### src/rtl/ifm_window_stream_ctrl_if.sv
// IFM read port plus FIFO push / window-tag bus of the window stream controller.
interface ifm_window_stream_ctrl_if #(
    parameter int DATA_WIDTH   = 32,
    parameter int ADDR_WIDTH   = 8,
    parameter int SEL_WIDTH    = 2,
    parameter int OFM_WIDTH    = 7,
    parameter int FILTER_WIDTH = 1
) ();
    logic                    ifm_rd_en;
    logic [ADDR_WIDTH-1:0]   ifm_rd_addr;
    logic [SEL_WIDTH-1:0]    ifm_sel;
    logic [DATA_WIDTH-1:0]   ifm_rd_data;
    logic                    fifo_enable;
    logic [DATA_WIDTH-1:0]   fifo_data_in;
    logic                    window_valid;
    logic [OFM_WIDTH-1:0]    ofm_addr;
    logic [FILTER_WIDTH-1:0] filter_idx;
    logic                    first_channel;
    logic                    last_channel;

    modport master (
        output ifm_rd_en, ifm_rd_addr, ifm_sel,
        input  ifm_rd_data,
        output fifo_enable, fifo_data_in,
        output window_valid, ofm_addr, filter_idx, first_channel, last_channel
    );

    modport slave (
        input  ifm_rd_en, ifm_rd_addr, ifm_sel,
        output ifm_rd_data,
        input  fifo_enable, fifo_data_in,
        input  window_valid, ofm_addr, filter_idx, first_channel, last_channel
    );
endinterface

### src/rtl/ifm_window_stream_ctrl.sv
// Streams every IFM pixel per filter/channel into the conv line-buffer FIFO and tags complete windows.
// IFM_STREAM_WINDOW_CNT_EN adds a 32-bit window_count output.
//
// state    | meaning
// S_IDLE   | waiting for start
// S_STREAM | one IFM read per cycle over filter/channel/pixel
// S_DRAIN  | 2 cycles letting the push and window stages empty
// S_DONE   | single-cycle done pulse
module ifm_window_stream_ctrl #(
    parameter int DATA_WIDTH            = 32,
    parameter int IFM_SIZE              = 14,
    parameter int IFM_DEPTH             = 3,
    parameter int KERNAL_SIZE           = 5,
    parameter int NUMBER_OF_FILTERS     = 2,
    parameter int IFM_SIZE_NEXT         = IFM_SIZE - KERNAL_SIZE + 1,
    parameter int ADDRESS_SIZE_IFM      = $clog2(IFM_SIZE * IFM_SIZE),
    parameter int ADDRESS_SIZE_NEXT_IFM = $clog2(IFM_SIZE_NEXT * IFM_SIZE_NEXT)
) (
    input  logic clk,
    input  logic reset,
    input  logic start,
    output logic busy,
    output logic done,
`ifdef IFM_STREAM_WINDOW_CNT_EN
    output logic [31:0] window_count,
`endif
    ifm_window_stream_ctrl_if.master bus
);
    localparam int RC_W  = $clog2(IFM_SIZE);
    localparam int SEL_W = (IFM_DEPTH > 1) ? $clog2(IFM_DEPTH) : 1;
    localparam int FLT_W = (NUMBER_OF_FILTERS > 1) ? $clog2(NUMBER_OF_FILTERS) : 1;
    localparam logic [RC_W-1:0]  RC_LAST = RC_W'(IFM_SIZE - 1);
    localparam logic [RC_W-1:0]  K_LAST  = RC_W'(KERNAL_SIZE - 1);
    localparam logic [SEL_W-1:0] CH_LAST = SEL_W'(IFM_DEPTH - 1);
    localparam logic [FLT_W-1:0] F_LAST  = FLT_W'(NUMBER_OF_FILTERS - 1);

    typedef enum logic [1:0] {S_IDLE, S_STREAM, S_DRAIN, S_DONE} state_t;
    state_t state, state_nxt;
    logic   drain_cnt;

    logic [RC_W-1:0]                  col, row;
    logic [ADDRESS_SIZE_IFM-1:0]      pix;
    logic [SEL_W-1:0]                 ch;
    logic [FLT_W-1:0]                 flt;
    logic [ADDRESS_SIZE_NEXT_IFM-1:0] ofm_cnt;
    logic                             rd_en;

    logic                             push_en, push_win, push_first, push_last;
    logic [ADDRESS_SIZE_NEXT_IFM-1:0] push_ofm;
    logic [FLT_W-1:0]                 push_flt;

    logic                             win_valid, win_first, win_last;
    logic [ADDRESS_SIZE_NEXT_IFM-1:0] win_ofm;
    logic [FLT_W-1:0]                 win_flt;

    logic row_end, chan_end, last_rd, win_pix;
    assign row_end  = (col == RC_LAST);
    assign chan_end = row_end && (row == RC_LAST);
    assign last_rd  = (state == S_STREAM) && chan_end && (ch == CH_LAST) && (flt == F_LAST);
    assign win_pix  = (row >= K_LAST) && (col >= K_LAST);

    always_comb begin
        state_nxt = state;
        case (state)
            S_IDLE:   if (start) state_nxt = S_STREAM;
            S_STREAM: if (last_rd) state_nxt = S_DRAIN;
            S_DRAIN:  if (drain_cnt) state_nxt = S_DONE;
            S_DONE:   state_nxt = S_IDLE;
            default:  state_nxt = S_IDLE;
        endcase
    end

    always_ff @(posedge clk or negedge reset) begin
        if (!reset) begin
            state     <= S_IDLE;
            drain_cnt <= 1'b0;
        end else begin
            state     <= state_nxt;
            drain_cnt <= (state == S_DRAIN) && !drain_cnt;
        end
    end

    always_ff @(posedge clk or negedge reset) begin
        if (!reset) begin
            busy       <= 1'b0;
            done       <= 1'b0;
            rd_en      <= 1'b0;
            col        <= '0;
            row        <= '0;
            pix        <= '0;
            ch         <= '0;
            flt        <= '0;
            ofm_cnt    <= '0;
            push_en    <= 1'b0;
            push_win   <= 1'b0;
            push_first <= 1'b0;
            push_last  <= 1'b0;
            push_ofm   <= '0;
            push_flt   <= '0;
            win_valid  <= 1'b0;
            win_first  <= 1'b0;
            win_last   <= 1'b0;
            win_ofm    <= '0;
            win_flt    <= '0;
        end else begin
            busy  <= (state_nxt != S_IDLE);
            done  <= (state_nxt == S_DONE);
            rd_en <= (state_nxt == S_STREAM);

            // Counters sit at zero outside a run so the read bus idles at address 0.
            if ((state == S_IDLE && start) || last_rd) begin
                col     <= '0;
                row     <= '0;
                pix     <= '0;
                ch      <= '0;
                flt     <= '0;
                ofm_cnt <= '0;
            end else if (state == S_STREAM) begin
                col     <= row_end ? '0 : col + RC_W'(1);
                pix     <= chan_end ? '0 : pix + ADDRESS_SIZE_IFM'(1);
                ofm_cnt <= chan_end ? '0 :
                           (win_pix ? ofm_cnt + ADDRESS_SIZE_NEXT_IFM'(1) : ofm_cnt);
                if (row_end) row <= (row == RC_LAST) ? '0 : row + RC_W'(1);
                if (chan_end) begin
                    ch <= (ch == CH_LAST) ? '0 : ch + SEL_W'(1);
                    if (ch == CH_LAST) flt <= flt + FLT_W'(1);
                end
            end

            push_en <= rd_en;
            if (rd_en) begin
                push_win   <= win_pix;
                push_ofm   <= ofm_cnt;
                push_flt   <= flt;
                push_first <= (ch == '0);
                push_last  <= (ch == CH_LAST);
            end

            win_valid <= push_en && push_win;
            if (push_en && push_win) begin
                win_ofm   <= push_ofm;
                win_flt   <= push_flt;
                win_first <= push_first;
                win_last  <= push_last;
            end
        end
    end

`ifdef IFM_STREAM_WINDOW_CNT_EN
    always_ff @(posedge clk or negedge reset) begin
        if (!reset)                     window_count <= '0;
        else if (state == S_IDLE && start) window_count <= '0;
        else if (win_valid)             window_count <= window_count + 32'd1;
    end
`endif

    assign bus.ifm_rd_en     = rd_en;
    assign bus.ifm_rd_addr   = pix;
    assign bus.ifm_sel       = ch;
    assign bus.fifo_enable   = push_en;
    // Read data is only meaningful while a push is in flight; discard it otherwise.
    assign bus.fifo_data_in  = push_en ? bus.ifm_rd_data : {DATA_WIDTH{1'b0}};
    assign bus.window_valid  = win_valid;
    assign bus.ofm_addr      = win_ofm;
    assign bus.filter_idx    = win_flt;
    assign bus.first_channel = win_first;
    assign bus.last_channel  = win_last;
endmodule

### src/flat_wrapper.sv
// flat-port wrapper written by rule: the top's interface ports become plain ports
module ifm_window_stream_ctrl_flat 
#(
    parameter int DATA_WIDTH            = 32,
    parameter int IFM_SIZE              = 14,
    parameter int IFM_DEPTH             = 3,
    parameter int KERNAL_SIZE           = 5,
    parameter int NUMBER_OF_FILTERS     = 2,
    parameter int IFM_SIZE_NEXT         = IFM_SIZE - KERNAL_SIZE + 1,
    parameter int ADDRESS_SIZE_IFM      = $clog2(IFM_SIZE * IFM_SIZE),
    parameter int ADDRESS_SIZE_NEXT_IFM = $clog2(IFM_SIZE_NEXT * IFM_SIZE_NEXT)
)
  (clk, reset, start, busy, done, bus_ifm_rd_en, bus_ifm_rd_addr, bus_ifm_sel, bus_ifm_rd_data, bus_fifo_enable, bus_fifo_data_in, bus_window_valid, bus_ofm_addr, bus_filter_idx, bus_first_channel, bus_last_channel);
  ifm_window_stream_ctrl_if #(.DATA_WIDTH(DATA_WIDTH), .ADDR_WIDTH((8)), .SEL_WIDTH((2)), .OFM_WIDTH((7)), .FILTER_WIDTH((1))) bus_i ();
  input  logic clk;
  input  logic reset;
  input  logic start;
  output logic busy;
  output logic done;
  output wire logic [$bits(bus_i.ifm_rd_en)-1:0] bus_ifm_rd_en;
  output wire logic [$bits(bus_i.ifm_rd_addr)-1:0] bus_ifm_rd_addr;
  output wire logic [$bits(bus_i.ifm_sel)-1:0] bus_ifm_sel;
  input wire logic [$bits(bus_i.ifm_rd_data)-1:0] bus_ifm_rd_data;
  output wire logic [$bits(bus_i.fifo_enable)-1:0] bus_fifo_enable;
  output wire logic [$bits(bus_i.fifo_data_in)-1:0] bus_fifo_data_in;
  output wire logic [$bits(bus_i.window_valid)-1:0] bus_window_valid;
  output wire logic [$bits(bus_i.ofm_addr)-1:0] bus_ofm_addr;
  output wire logic [$bits(bus_i.filter_idx)-1:0] bus_filter_idx;
  output wire logic [$bits(bus_i.first_channel)-1:0] bus_first_channel;
  output wire logic [$bits(bus_i.last_channel)-1:0] bus_last_channel;
  assign bus_ifm_rd_en = bus_i.ifm_rd_en;
  assign bus_ifm_rd_addr = bus_i.ifm_rd_addr;
  assign bus_ifm_sel = bus_i.ifm_sel;
  assign bus_i.ifm_rd_data = bus_ifm_rd_data;
  assign bus_fifo_enable = bus_i.fifo_enable;
  assign bus_fifo_data_in = bus_i.fifo_data_in;
  assign bus_window_valid = bus_i.window_valid;
  assign bus_ofm_addr = bus_i.ofm_addr;
  assign bus_filter_idx = bus_i.filter_idx;
  assign bus_first_channel = bus_i.first_channel;
  assign bus_last_channel = bus_i.last_channel;
  ifm_window_stream_ctrl #(.DATA_WIDTH(DATA_WIDTH), .IFM_SIZE(IFM_SIZE), .IFM_DEPTH(IFM_DEPTH), .KERNAL_SIZE(KERNAL_SIZE), .NUMBER_OF_FILTERS(NUMBER_OF_FILTERS), .IFM_SIZE_NEXT(IFM_SIZE_NEXT), .ADDRESS_SIZE_IFM(ADDRESS_SIZE_IFM), .ADDRESS_SIZE_NEXT_IFM(ADDRESS_SIZE_NEXT_IFM)) u_core (.clk(clk), .reset(reset), .start(start), .busy(busy), .done(done), .bus(bus_i));
endmodule
### config.mk
export PLATFORM = sky130hd
export DESIGN_NAME = ifm_window_stream_ctrl_flat
export DESIGN_NICKNAME = d
export VERILOG_FILES = /design/src/rtl/ifm_window_stream_ctrl_if.sv /design/src/rtl/ifm_window_stream_ctrl.sv /design/src/flat_wrapper.sv
export SDC_FILE = /design/constraint.sdc
export NUM_CORES = 1
export LEC_CHECK = 0
export CAP_MARGIN = 10
export CORE_MARGIN = 3
export CORE_UTILIZATION = 42
export CTS_BUF_LIST = sky130_fd_sc_hd__clkbuf_8
export DETAILED_ROUTE_END_ITERATION = 10
export PLACE_DENSITY = 0.83
export SLEW_MARGIN = 25
export SYNTH_ARGS = -nofsm -noshare
export SYNTH_HDL_FRONTEND = slang
export SYNTH_SLANG_ARGS = --single-unit
### constraint.sdc
create_clock -name clk -period 1.58 [get_ports clk]
set_input_delay 0.158 -clock clk [delete_from_list [all_inputs] [get_ports clk]]
set_output_delay 0.158 -clock clk [all_outputs]
set_load 0.005 [all_outputs]
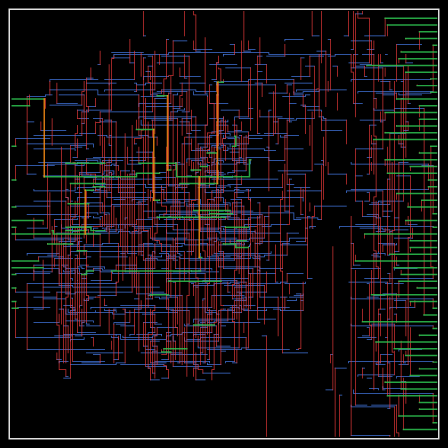
Figure 1: metal layers overlaid.
met1: in blue, wire length 2960 um. met4: in orange, wire length 90.4 um. met3: in green, wire length 645 um. met2: in red, wire length 3910 um.
Wirelength per Cell: 16.6 um
detailed-route via count: 2537
GRT Overall Usage: 0.199
final WL: 7610 um

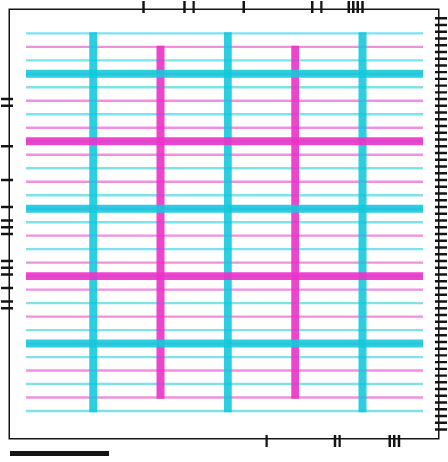
Figure 2: supply network.
Bar = 20 um. Pins as bars on the die edge.
VSS: in cyan. VDD: in magenta.
92 signal pins sit on the boundary. 5 straps on met4.
Worst VDD drop: 1090 uV
Die X: 86.3 um
CORE AREA: 6100 um2
Die Height: 86.3 um

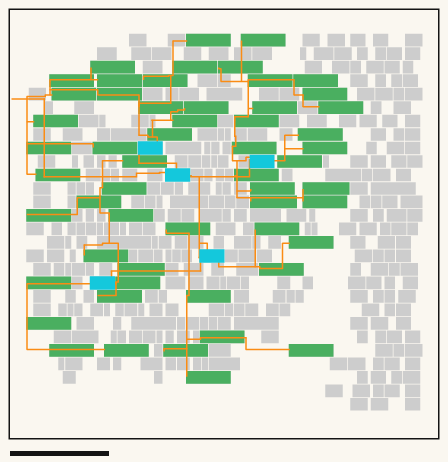
Figure 3: clock network drawn from the DEF.
Bar = 20 um.
clock wires: in orange, length 573 um. flip-flops: in green, count 55. cells driving clock nets: in cyan, count 5.
There are 6 routed clock nets.
Worst-Skew Late Latency: 0.31 ns
clock group power: 0.000928 W

==> flow_summary.json <==
{
  "status": "finished clean",
  "yosysWarnings": 0,
  "io_buffer_count": 91,
  "grt_max_degree": 20,
  "worstSetupPathType": "flip-flop to flip-flop",
  "drive_gt1_frac": 0.242,
  "warnings": 28,
  "viasPerCell": 5.52,
  "cts_tree": "built",
  "slew_violations": 0,
  "hp-class": "input port to asynchronous set/reset pin",
  "flop_cell": "dfrtp_1",
  "crit_path_start_kind": "flip-flop",
  "max_freq_mhz": 639,
  "r2r_end": "u_core.ofm_cnt[4]",
  "ys_sh_simple": 0.211,
  "critical_path_required_ns": 1.79,
  "place.detailed.hpwl_um": 5170,
  "syn_avg_cell_area_um2": 10.5,
  "dp.cells": 439,
  "cts.sinks": 55,
  "wl_met2_um": 3910,
  "yosys_area_um2": 2710,
  "ys_types": 42,
  "min_period_ns": 1.56,
  "skew_ns": 0.00772,
  "path_cells": "inv_1 > ha_4 > nand3_4 > o211ai_4 > buf_4 > nor3_1 > a21o_1",
  "diodes": 0,
  "syn-cell-area_um2": 2710,
  "arrival_ns": 1.77,
  "cts_buffer_depth": 2,
  "final-instance-count-excl-fill": 460,
  "grt_first_pass_wirelength_um": 11900,
  "final_cell_mix": "57 x clkdlybuf4s50_1, 52 x dfrtp_1, 34 x buf_4",
  "ctsResizeCount": 49,
  "hold_viol_final": 0,
  "pre_cts_ws_ns": -0.0688,
  "finalCritPeriodShare": 0.991,
  "reg2reg_depth": 7,
  "setup_ws_ns": 0.0150,
  "wl_met3_um": 644,
  "xor_area_frac": 0.00323,
  "grt_overflow": 0,
  "root_buffer": "clkbuf_8",
  "fp-row-count": 28,
  "edf_count": 0,
  "crit_start": "u_core.col[1]",
  "largest_area_cell": "dfrtp_1",
  "m1WireLength_um": 2960,
  "io_pins": 92,
  "crit_path_end_kind": "flip-flop",
  "slowest_stage": "dfrtp_1",
  "fa_ha_area_frac": 0.0277,
  "dieArea_um2": 7450,
  "cts.clk_slew.worst_paths_ns": 0.10,
  "top_layer": "met4",
  "lay_top_count": "clkdlybuf4s50_1",
  "holdBufCountCts": 1,
  "maxCapViolations": 0,
  "area_growth_pct": 55.0,
  "rr_startpoint": "u_core.col[1]",
  "drtPass1Iterations": 4,
  "placed_area_um2": 3890,
  "antenna_found_initial": 0,
  "fp_util": 0.444,
  "synth_async_sr_flop_share": 1.00,
  "largest_register_ffs": 8,
  "design_area_um2": 4200,
  "ys_cells": 258,
  "post-cts-setup-buffers": 0,
  "p_per_area_nw_per_um2": 1270,
  "ant_nets": 0,
  "crit_buf_inv": 2,
  "p_total_w": 0.00533,
  "synth.logic.top_family": "simple AND/OR/NAND/NOR gates",
  "rrSetupSlack_ns": 0.02,
  "yosys-top-cells-area": "dfrtp_1 51%, mux2_2 9.1%, and2_1 7.4%, ha_1 2.8%, a21oi_1 2.6%",
  "cp_max_fo": 8,
  "fp_nets": 299,
  "drc_errors": 0,
  "worst_slew_pin_slew_ns": 0.499,
  "synth.area.mux_share": 0.0952,
  "finalSetupViolCount": 0,
  "fin_tns_setup_ns": 0,
  "use_met1": 0.245,
  "critical_path.top_delay_family": "AND-OR/OR-AND gates",
  "htree_levels": 2,
  "numCtsBuffers": 5,
  "fill_cells": 453,
  "slew_headroom": 0.668,
  "ys_ff": 55,
  "gp_congestion": 0.887,
  "syn_inst": 258,
  "grt_pass1_vias": 2489,
  "top_usage_layer": "met2",
  "synthTopCellsByCount": "55 x dfrtp_1, 32 x and2_1, 22 x mux2_2",
  "max_stage_delay_ns": 0.39,
  "postSynthSeqShare": 0.508,
  "nets": 425,
  "ys_sh_aoi": 0.127,
  "most_common_cell": "dfrtp_1",
  "power.leakage_nw": 1.94,
  "dr.first_iter.drc_count": 109,
  "utilization": 0.689,
  "whs_ns": 0.312,
  "grt_use_met2": 0.361,
  "grt_use_met3": 0.0456,
  "top_area_frac": 0.508
}
-- worst max-delay path by stage --
stage                                      to  cells after the start
finish                      u_core.ofm_cnt[4]                      7
global placement    u_core.bus.ifm_rd_addr[4]                      4
detailed placement          u_core.ofm_cnt[3]                      6
floorplan                   u_core.ofm_cnt[3]                      6
CTS                           u_core.state[0]                      6
global route                u_core.ofm_cnt[3]                      4
-- cell type report --
type,count,area (um2),area share
clock buffers,5,68.8,0.0164
clock inverters,3,42.5,0.0101
inverters,4,15.0,0.00358
multi-input cells,186,1350,0.321
flip-flops and latches,55,1380,0.329
well taps,75,93.8,0.0223
repair buffers,132,1250,0.298
-- report_power, final --
group / internal [W] / total, W / switching, W
registers: 0.00177 / 0.00215 / 0.000385
logic: 0.00130 / 0.00225 / 0.000950
clock network: 0.000473 / 0.000928 / 0.000455
Power is estimated from default activity; no workload was simulated.
